<file path="config.mk">
export PLATFORM = sky130hd
export DESIGN_NAME = ptr_list_collector
export DESIGN_NICKNAME = d
export VERILOG_FILES = /design/src/rtl/ptr_list_collector.sv
export SDC_FILE = /design/constraint.sdc
export NUM_CORES = 1
export LEC_CHECK = 0
export ABC_AREA = 1
export CAP_MARGIN = 25
export CORE_UTILIZATION = 51
export DETAILED_ROUTE_END_ITERATION = 16
export PLACE_DENSITY = 0.74
export SYNTH_ARGS = -nofsm -noshare
export SYNTH_HDL_FRONTEND = slang
export SYNTH_SLANG_ARGS = --single-unit
</file>
<file path="constraint.sdc">
create_clock -name clk -period 1.9 [get_ports clk]
set_clock_uncertainty 0.2 [all_clocks]
set_input_delay 0.38 -clock clk [delete_from_list [all_inputs] [get_ports clk]]
set_output_delay 0.38 -clock clk [all_outputs]
set_load 0.01 [all_outputs]
</file>
<file path="src/rtl/ptr_list_collector.sv">
// ptr_list_collector
//   Collects runs of pointer beats from an upstream sequence generator into
//   per-list summaries and buffers them in a small first-word-fall-through
//   FIFO for a downstream consumer.
//
//   A list opens on the first non-zero valid beat and extends on every valid
//   beat that differs from the current tail. Repeated beats are absorbed. The
//   list closes on the first cycle with in_ptr_vld low. A zero pointer is
//   never a legal entry: it is ignored and raises the sticky err flag.
//
//   Optional feature macro: LIST_CHECKSUM_EN
//     defined   : XOR checksum of the list entries is kept and reported
//     undefined : no checksum storage, sum_chk tied to 0
//
// Ports
//   clk        : sole clock, rising edge
//   rst        : synchronous active-high reset
//   in_ptr     : pointer beat (Width bits)
//   in_ptr_vld : in_ptr valid, no backpressure
//   sum_head   : first pointer of the oldest buffered list
//   sum_tail   : last pointer of the oldest buffered list
//   sum_len    : entry count of that list (Width+1 bits, saturating)
//   sum_chk    : XOR of that list's entries, or 0 without the checksum
//   sum_vld    : summary available
//   sum_rdy    : consumer accepts the summary (pop on sum_vld & sum_rdy)
//   ovf        : sticky, a summary was dropped because the FIFO was full
//   err        : sticky, a valid zero pointer was seen
module ptr_list_collector #(
  parameter int n     = 16,
  parameter int Width = $clog2(n),
  parameter int Depth = 4
) (
  input  logic             clk,
  input  logic             rst,
  input  logic [Width-1:0] in_ptr,
  input  logic             in_ptr_vld,
  output logic [Width-1:0] sum_head,
  output logic [Width-1:0] sum_tail,
  output logic [Width:0]   sum_len,
  output logic [Width-1:0] sum_chk,
  output logic             sum_vld,
  input  logic             sum_rdy,
  output logic             ovf,
  output logic             err
);

  localparam int AW = (Depth > 1) ? $clog2(Depth) : 1;
  localparam int CW = $clog2(Depth) + 1;
  localparam int LW = Width + 1;

  typedef enum logic {
    IDLE,
    RUN
  } state_t;

  state_t           state;
  logic [Width-1:0] head;
  logic [Width-1:0] tail;
  logic [LW-1:0]    len;
`ifdef LIST_CHECKSUM_EN
  logic [Width-1:0] chk;
  logic [Width-1:0] f_chk [Depth];
`endif

  logic [Width-1:0] f_head [Depth];
  logic [Width-1:0] f_tail [Depth];
  logic [LW-1:0]    f_len  [Depth];

  logic [AW-1:0] rd_idx;
  logic [AW-1:0] wr_idx;
  logic [CW-1:0] count;

  logic close;
  logic pop;
  logic full;
  logic push_ok;
  logic beat_ok;

  function automatic logic [AW-1:0] next_idx(input logic [AW-1:0] i);
    return (i == AW'(Depth - 1)) ? '0 : i + AW'(1);
  endfunction

  always_comb begin
    beat_ok = in_ptr_vld && (in_ptr != '0);
    close   = (state == RUN) && !in_ptr_vld;
    pop     = (count != '0) && sum_rdy;
    full    = (count == CW'(Depth));
    // A full FIFO still accepts the push when the same edge frees a slot.
    push_ok = close && (!full || pop);
  end

  // Collector FSM, FIFO pointers and sticky flags.
  always_ff @(posedge clk) begin
    if (rst) begin
      state  <= IDLE;
      head   <= '0;
      tail   <= '0;
      len    <= '0;
`ifdef LIST_CHECKSUM_EN
      chk    <= '0;
`endif
      rd_idx <= '0;
      wr_idx <= '0;
      count  <= '0;
      ovf    <= 1'b0;
      err    <= 1'b0;
    end else begin
      if (in_ptr_vld && (in_ptr == '0)) err <= 1'b1;

      case (state)
        IDLE: begin
          if (beat_ok) begin
            state <= RUN;
            head  <= in_ptr;
            tail  <= in_ptr;
            len   <= LW'(1);
`ifdef LIST_CHECKSUM_EN
            chk   <= in_ptr;
`endif
          end
        end
        RUN: begin
          if (!in_ptr_vld) begin
            state <= IDLE;
          end else if (beat_ok && (in_ptr != tail)) begin
            tail <= in_ptr;
            if (len != '1) len <= len + LW'(1);
`ifdef LIST_CHECKSUM_EN
            chk  <= chk ^ in_ptr;
`endif
          end
        end
        default: state <= IDLE;
      endcase

      if (push_ok) wr_idx <= next_idx(wr_idx);
      if (pop)     rd_idx <= next_idx(rd_idx);
      if (close && full && !pop) ovf <= 1'b1;

      case ({push_ok, pop})
        2'b10:   count <= count + CW'(1);
        2'b01:   count <= count - CW'(1);
        default: count <= count;
      endcase
    end
  end

  // Summary storage; contents are don't-care until written.
  always_ff @(posedge clk) begin
    if (!rst && push_ok) begin
      f_head[wr_idx] <= head;
      f_tail[wr_idx] <= tail;
      f_len[wr_idx]  <= len;
`ifdef LIST_CHECKSUM_EN
      f_chk[wr_idx]  <= chk;
`endif
    end
  end

  always_comb begin
    sum_vld  = (count != '0);
    sum_head = f_head[rd_idx];
    sum_tail = f_tail[rd_idx];
    sum_len  = f_len[rd_idx];
`ifdef LIST_CHECKSUM_EN
    sum_chk  = f_chk[rd_idx];
`else
    sum_chk  = '0;
`endif
  end

endmodule

</file>
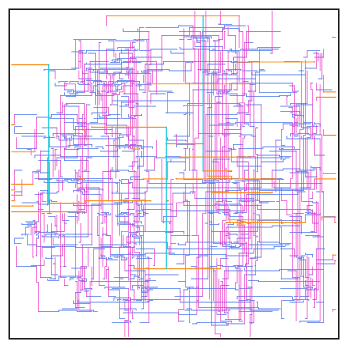
**Above:** run 1 (signal wires by layer).
(4 px per µm)
legend:
  blue:
    layer: M1
    wire_length: 2870 µm
  orange:
    layer: M3
    wire_length: 350 µm
  cyan:
    layer: M4
    wire_length: 109 µm
  magenta:
    layer: M2
    wire_length: 3660 µm
overall via count from detail_route: 2363
overall routed net length: 6980 µm
average wire per standard cell: 15.2 µm
total global routing track utilization: 0.229

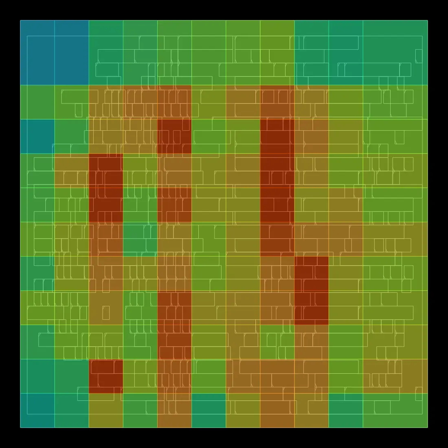
**Above:** run 1 (routing congestion).
met2 usage: 0.406
met3 capacity usage during global routing: 0.0722

==> Flow_metrics.wiki, run 1 <==
== Run summary ==
{| class="wikitable"
! Metric !! Value
|-
| Row cnt || 28
|-
| Fraction of synthesis flops using an asynchronous set or reset pin || 0
|-
| Initial antenna violation count || 0
|-
| Clk pwr || roughly 0.0014 W
|-
| Placeable core area || roughly 6100 µm²
|-
| Avg Inst Size Synth || about 10 µm²
|-
| Combinational fraction of design power || 0.268
|-
| Violations in the final reports || setup timing
|-
| Final setup violation count || 12
|-
| Xor/xnor cell area share of the yosys netlist || 0.00268
|-
| Number of H-tree branching levels || 3
|-
| Antenna Cells || 0
|-
| Critical path arrival || 1370 ps
|-
| Main logic family || simple AND/OR/NAND/NOR gates
|-
| Logic depth of the worst register-to-register path || 9
|-
| Highest-power group || registers
|-
| DP Wirelength || 4420 µm
|-
| Fin area || 4250 µm²
|-
| Core Util at FP || 0.539
|-
| Result of the run || finished with violations
|-
| Final setup margin || -45.2 ps
|-
| Maximum buffer depth of the clock tree || 2
|-
| Synthesized flop and latch total || between 70 and 80
|}
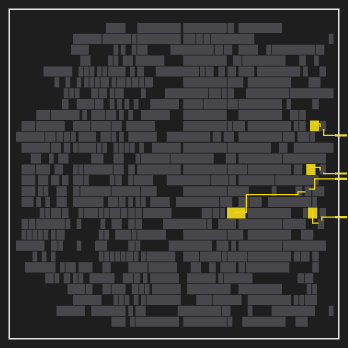
**Above:** run 1 (I/O nets highlighted).
(4 px per µm)
legend:
  yellow:
    port: `sum_head`
    bits: 4
    direction: output
    edge: east
    end_cells: 4
    buffers: 4
    wire: 54.3 µm
Port Buffer Count: 23
I/O pin total: 28

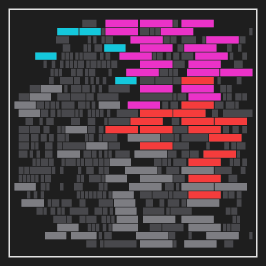
**Above:** run 1 (sequential cells grouped by signal name).
(3 px per µm) Other sequential cells in the stronger grey, the rest of the logic in the fainter grey.
legend:
  red:
    name_in_the_netlist: `f_head`
    sequential_cells: 16
    where: east
  magenta:
    name_in_the_netlist: `f_len`
    sequential_cells: 20
  cyan:
    name_in_the_netlist: `len`
    sequential_cells: 5
not coloured: 36
sequential power: 0.00195 W
area taken by flip-flops and latches: 2070 µm²

[run 1: final cells by class]
| class | instances | share of cell area |
|---|---|---|
| well taps | 75 | 0.0221 |
| flip-flops and latches | 77 | 0.487 |
| repair buffers | 62 | 0.144 |
| inverters | 35 | 0.0326 |
| clock inverters | 6 | 0.0224 |
| clock buffers | 10 | 0.0300 |
| multi-input cells | 194 | 0.262 |
[run 1: synth_stat cells, drive strengths merged (2+ instances only)]
cell / n / area share
nand4: 5 / 0.0096
nand3: 11 / 0.022
o22ai: 13 / 0.025
clkbuf: 4 / 0.0046
o21ai: 36 / 0.055
a21oi: 7 / 0.011
ha: 7 / 0.027
o21a: 2 / 0.0046
dfxtp: 25 / 0.15
nor2: 64 / 0.077
buf: 10 / 0.021
nand2: 38 / 0.047
edfxtp: 52 / 0.48
inv: 35 / 0.040
[run 1: cells in the final DEF, fill, tap and decap left out, types with 9 or more instances in the layout]
cell type / Yosys / routed
edfxtp_1: 52 / 52
nor2_1: 60 / 52
inv_1: 31 / 29
o22ai_1: 13 / 10
o21ai_2: 0 / 13
o21ai_1: 4 / 14
buf_4: 5 / 24
nand3_1: 9 / 9
clkdlybuf4s50_1: 0 / 9
nand2_1: 36 / 36
nor2_2: 4 / 11
clkbuf_8: 0 / 9
dfxtp_1: 25 / 21
buf_2: 4 / 13
[run 1: sequential cells by signal, summed over array words and instances (netlist names), named ones only]
signal,flops
f_head,16
wr_idx,2
head,4
f_tail,16
ovf,1
tail,4
len,5
f_len,20
err,1
state,1
rd_idx,2
count,3
[run 1: what timing repair did]
action,4_1_cts,5_1_grt
resized,107,21
gates cloned,2,1
pin swaps,15,11
setup endpoints to repair,14,14
hold buffers,0,0
setup buffers,4,1
[run 1: worst min-delay path by stage]
stage | startpoint | end | slack, ps | cells after the start
final | ovf$_SDFFE_PP0P_ | ovf$_SDFFE_PP0P_ | 270 | 1
after global routing | ovf$_SDFFE_PP0P_ | ovf$_SDFFE_PP0P_ | 300 | 1
after CTS | ovf$_SDFFE_PP0P_ | ovf$_SDFFE_PP0P_ | 280 | 1
after detailed placement | ovf$_SDFFE_PP0P_ | ovf$_SDFFE_PP0P_ | 260 | 1
after global placement | err$_SDFFE_PP0P_ | err$_SDFFE_PP0P_ | 250 | 1
after floorplan | rst | head[0]$_SDFFE_PP0P_ | 250 | 1
[run 1: layer usage]
layer / global-route usage / routed length [µm]
met2: 0.406 / 3660
met4: 0.0825 / 108
met3: 0.0722 / 349
met5: 0 / 0
met1: 0.258 / 2870
[run 1: through the flow]
stage / setup WS (ps) / utilization / total power [W]
2_1_floorplan: -86.3 / - / 0.00248
3_3_place_gp: -234 / 0.630 / 0.00295
3_5_place_dp: -291 / 0.630 / 0.00299
4_1_cts: -67.0 / 0.690 / 0.00450
5_1_grt: -128 / 0.702 / 0.00478
6_report: -45.2 / 0.702 / 0.00455
[run 1: cell families (layout without fill, tap and decap cells)]
logic type      Yosys count  in the layout
other cells               1              4
flops                    77             77
buf+inv                  49            113
xor+xnor                  1              1
fa+ha+maj                 8              8
simple gates            120            120
compound gates           61             61
[run 1: critical path: stages (launching register included)]
cell and delay (ps):
dfxtp_4 410, inv_8 60, buf_16 150, o21ai_1 160, o22ai_2 90, buf_2 140
--- run 2 (diff from run 1) ---
clock period = 1.75 ns   (was 1.9 ns; I/O delays follow)
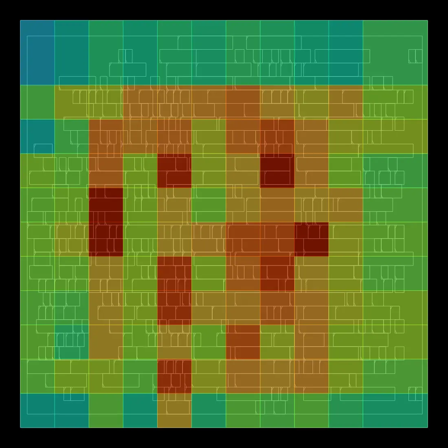
**Above:** run 2 (routing congestion).
global-route track usage on met1: 0.258
share of the core filled with cells in the final layout: 0.688
GRT Max-Usage Layer: met2
met3 capacity usage during global routing: 0.0622

==> run 2 against run 1 <==
The flow still finishes with violations (setup timing). Worst setup slack got worse by 160 ps. Power increased by 4.0%. Utilization decreased by 1.4 points. Clock power increased by 4%. Highest routed layer unchanged. Wire length decreased by 4.3%. Die size unchanged. Non-clock buffer count decreased by 1. Sequential cell count unchanged. Via count increased by 2.6%. Clock-buffer cell count increased by 1. Global-route usage decreased by 0.93 points. Critical path depth decreased by 1.
==> Flow_metrics.wiki, run 2 <==
== Run summary ==
{| class="wikitable"
! Metric !! Value
|-
| Slowest library cell on the worst path || dfxtp_4
|-
| Top register by number of flip-flops || f_len
|-
| Largest cells by area || edfxtp_1 48%, dfxtp_1 15%, nor2_1 6.9%, o21ai_0 4.9%, nand2_1 4.1%
|-
| Worst slack at placement || -431 ps (-140 ps)
|-
| Placeable core area || 6060 µm² (unchanged)
|-
| Final setup violation count || 13 (+1)
|-
| Setup crit end kind || output port
|-
| Post-synth top area cell || edfxtp_1
|-
| Antenna Cells || 0 (unchanged)
|-
| Layout Cells excl Fill || around 460
|-
| Maximum buffer depth of the clock tree || 2 (unchanged)
|-
| Met3 Wirelength || 273 µm (-22%)
|-
| Result of the run || finished with violations
|-
| Row cnt || 28 (unchanged)
|-
| Critical path arrival || 1410 ps (+40 ps)
|-
| Port Buffer Count || 23 (unchanged)
|-
| Overall routed net length || 6680 µm (-4.3%)
|-
| Wire length on met1 || 2790 µm (-2.6%)
|-
| Violations in the final reports || setup timing
|-
| Critical path's largest stage delay || 380 ps (-30 ps)
|-
| Total global routing track utilization || 0.220 (-0.00934)
|-
| Synthesized flop and latch total || 77 (unchanged)
|-
| Setup repair after global routing missed its margin || true
|-
| Total length of routed met2 wires || 3530 µm (-3.4%)
|-
| Clock tree from TritonCTS || yes
|-
| I/O pin total || 28 (unchanged)
|-
| Leakage power of the design || approximately 1.7 nW
|-
| Leading cell type in the layout, fill and taps excluded || edfxtp_1
|-
| DP Wirelength || 4230 µm (-4.2%)
|-
| CP required || 1200 ps
|-
| Ranking of synthesized cells by instance count || 60 x nor2_1, 52 x edfxtp_1, 36 x nand2_1
|-
| Final setup margin || -209 ps (-163 ps)
|-
| Overall via count from detail_route || 2425 (+2.6%)
|-
| Cell count of the worst hold path || 4 (+3)
|-
| Core Util at FP || 0.539 (unchanged)
|-
| Max FFs per register || 20 (unchanged)
|-
| Most popular library cell in the synthesized design by count || nor2_1
|-
| Highest metal layer used by the detailed router || met4
|-
| Average wire per standard cell || 14.6 µm (-4.0%)
|-
| Initial antenna violation count || 0 (unchanged)
|-
| Final Hold Fails || 0
|-
| Regs by FF count || f_len x20, f_head x16, f_tail x16
|-
| Total Power || 0.00474 W (+4.0%)
|-
| Type of origin of the critical path || flip-flop
|}
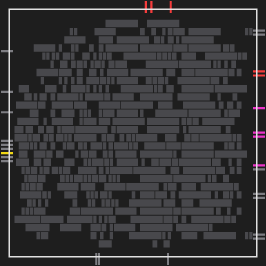
**Above:** run 2 (I/O pins on the die edge).
(3 px per µm) Pins as bars across the die edge, other pins in grey.
legend:
  magenta:
    port: `sum_head`
    pins: 4
    direction: output
    edge: east
  yellow:
    port: `sum_rdy`
    pins: 1
    direction: input
    edge: west
  red:
    port: `sum_len`
    pins: 5
    direction: output
    edge: 3 north, 2 east
all pins by edge: 13 east, 9 west, 3 south, 3 north
Chip Height: 82.0 µm
Die X: 82.0 µm

-- run 2: logic make-up (layout without fill, tap and decap cells) --
group | after synthesis | after routing | synth area share
and+or+nand+nor | 120 | 120 | 0.159
adders and majority gates | 8 | 8 | 0.0329
buffers and inverters | 49 | 112 | 0.0659
xor gates and xnor gates | 1 | 1 | 0.00268
other | 1 | 4 | 0.00115
DFF | 77 | 77 | 0.631
AOI/OAI and AO/OA | 61 | 61 | 0.107
-- run 2: worst max-delay path, delay by kind of cell, from the launching register on --
| family | cells | cell delay (ps) |
|---|---|---|
| AND-OR/OR-AND | 2 | 380 |
| buffers and inverters | 2 | 300 |
| flip-flops | 1 | 380 |
-- run 2: area by class of cell --
cell class | instances | area, µm²
sequential | 77 | 2070
fill | 444 | 1890
tap | 75 | 93.8
multi-input combinational | 194 | 1110
clock inverter | 5 | 73.8
clock buffer | 11 | 141
timing repair buffer | 61 | 538
inverter | 35 | 136
-- run 2: power by group --
group	switching, W	internal [W]
sequential	0.0000770	0.00203
clock	0.000601	0.000833
combinational	0.000658	0.000535
total	0.00134	0.00340
-- run 2: metal layers --
metal,track usage,vias up
met5,0,-
met4,0.0825,0
met3,0.0622,10
met2,0.381,60
met1,0.258,1161
li1,-,1194
-- run 2: worst paths after layout --
check	slack, ps	from	endpoint
max	-210	flip-flop	sum_tail[0]
min reg2reg	260	err$_SDFFE_PP0P_	err$_SDFFE_PP0P_
min	230	in_ptr_vld	state$_SDFF_PP0_
max reg2reg	40	count[1]$_SDFFE_PP0P_	count[1]$_SDFFE_PP0P_
-- run 2: what timing repair did --
action / in CTS / in global routing
setup buffers: 1 / 0
cloned: 2 / 0
hold buffers: 0 / 0
setup endpoints to repair: 18 / 72
gates resized: 96 / 34
pin swaps: 9 / 6
-- run 2: through the flow --
step                      TNS (ps)   util  instance area (µm²)
after floorplan              -3900      -                 3290
after global placement      -18830  0.634                 3840
after detailed placement    -21440  0.634                 3840
after CTS                    -1430  0.672                 4070
after global routing         -2310  0.688                 4170
final                        -1360  0.688                 4170
--- run 3 (diff from run 2) ---
MAX_ROUTING_LAYER = met4   (was not set)
SLEW_MARGIN = 20   (was not set)
==> run 3 against run 2 <==
Largest cell class unchanged. Die size did not move. Utilization rose by 0.12 points. Largest power group unchanged. Clock power barely moved. Synthesized cell count did not move. Combinational power barely moved. The run still ends with setup timing left. Global-route usage rose by 0.65 points.
==> Flow_metrics.wiki, run 3 <==
== Run summary ==
{| class="wikitable"
! Metric !! Value
|-
| Result of the run || finished with violations
|-
| Violations in the final reports || setup timing
|-
| Fraction of power spent switching nets || 0.284 (+0.00226)
|-
| Main logic family || simple AND/OR/NAND/NOR gates
|-
| Final setup violation count || 13 (unchanged)
|-
| Clock tree from TritonCTS || yes
|-
| Regs by FF count || f_len x20, f_head x16, f_tail x16
|-
| WP buf/inv || 2 (unchanged)
|-
| Largest cells by area || edfxtp_1 48%, dfxtp_1 15%, nor2_1 6.9%, o21ai_0 4.9%, nand2_1 4.1%
|-
| Adder share || 0.0330 (unchanged)
|-
| Placeable core area || 6060 µm² (unchanged)
|-
| CP required || 1200 ps (about the same)
|-
| Top register by number of flip-flops || f_len
|-
| DP Wirelength || 4230 µm (unchanged)
|-
| Combinational fraction of design power || 0.253 (about the same)
|-
| Summed negative setup slack over all endpoints || -1430 ps (-76.6 ps)
|-
| Fin area || 4180 µm² (+0.18%)
|-
| Setup crit end kind || output port
|-
| Leading cell type in the layout, fill and taps excluded || edfxtp_1
|-
| Slowest library cell on the worst path || dfxtp_4
|-
| Port Buffer Count || 23 (unchanged)
|-
| Setup repair after global routing missed its margin || true
|-
| Endpoint of the most critical setup path || sum_tail[0]
|-
| I/O pin total || 28 (unchanged)
|-
| Beginning of the worst register-to-register path || count[1]$_SDFFE_PP0P_
|-
| Most popular library cell in the synthesized design by count || nor2_1
|-
| Final setup margin || -205 ps (+4.14 ps)
|-
| Overall via count from detail_route || 2400 (-1.0%)
|-
| Initial antenna violation count || 0 (unchanged)
|-
| Overall routed net length || 6720 µm (+0.58%)
|}
run 3: cell counts after synthesis:
Identical to the previous run, type by type.
run 3: what timing repair did:
action,in CTS,in global routing
hold endpoints to repair,0,0
pin swaps,9,7
setup endpoints to repair,18,72
resized,96,37
buffers inserted,1,0
cloned,2,0
run 3: cell families (layout without fill, tap and decap cells):
group	count (synthesis)	in the layout
AND-OR/OR-AND	61	61
AND/OR/NAND/NOR	120	120
other	1	4
XOR/XNOR	1	1
adder cells (fa/ha/maj)	8	8
buffers and inverters	49	112
flip-flops	77	77
run 3: layout make-up:
class,count,area (µm²),share of cell area
clock buffers,11,141,0.0338
clock inverters,5,73.8,0.0177
inverters,35,136,0.0326
multi-input cells,194,1120,0.269
flip-flops and latches,77,2070,0.496
well taps,75,93.8,0.0225
repair buffers,61,538,0.129
run 3: worst min-delay path, stage by stage:
cell and delay, ps:
dlymetal6s2s_1 120, buf_4 140, o211ai_1 80, inv_1 50
run 3: how the worst min path moves through the flow:
stage / end / slack [ps] / cells after the start
floorplan: head[0]$_SDFFE_PP0P_ / 220 / 1
global placement: err$_SDFFE_PP0P_ / 250 / 1
detailed placement: err$_SDFFE_PP0P_ / 260 / 1
CTS: err$_SDFFE_PP0P_ / 270 / 1
global route: state$_SDFF_PP0_ / 250 / 4
finish: state$_SDFF_PP0_ / 230 / 4
run 3: through the flow:
step / util / worst slack [ps] / std cells / power [W]
global route: 0.689 / -226 / 458 / 0.00499
detailed placement: 0.634 / -431 / 439 / 0.00325
global placement: 0.634 / -365 / 439 / 0.00321
CTS: 0.672 / -172 / 458 / 0.00468
finish: 0.689 / -205 / 458 / 0.00476
floorplan: - / -74.5 / 320 / 0.00269
run 3: routing by layer:
layer / share of wire / up-vias / global-route usage
li1: - / 1192 / -
met1: 0.42 / 1140 / 0.259
met2: 0.53 / 55 / 0.381
met3: 0.035 / 13 / 0.0433
met4: 0.018 / 0 / 0.109
met5: 0 / - / -
run 3: power by group through the flow:
stage	Combinational [W]	Clock (W)	Sequential [W]
global route	0.00133	0.00154	0.00212
CTS	0.00112	0.00146	0.00210
global placement	0.00109	0	0.00212
detailed placement	0.00112	0	0.00212
floorplan	0.000582	0	0.00211
finish	0.00121	0.00144	0.00211
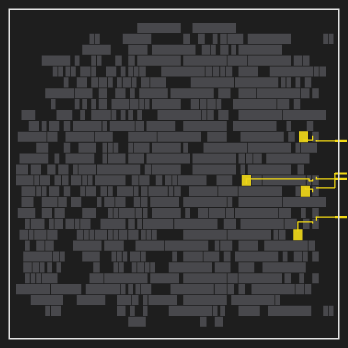
**Above:** run 3 (I/O nets highlighted).
(4 px per µm)
legend:
  yellow:
    port: `sum_head`
    bits: 4
    direction: output
    edge: east
    end_cells: 4
    buffers: 4
    wire: 55.6 µm

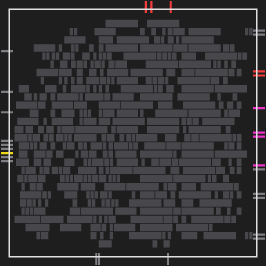
**Above:** run 3 (I/O pins on the die edge).
(3 px per µm) Pins as bars across the die edge, other pins in grey.
legend:
  magenta:
    port: `sum_head`
    pins: 4
    direction: output
    edge: east
  red:
    port: `sum_len`
    pins: 5
    direction: output
    edge: 3 north, 2 east
  yellow:
    port: `sum_rdy`
    pins: 1
    direction: input
    edge: west
all pins by edge: 13 east, 9 west, 3 south, 3 north

No activity file was given, so power comes from the tool's default toggle rates.
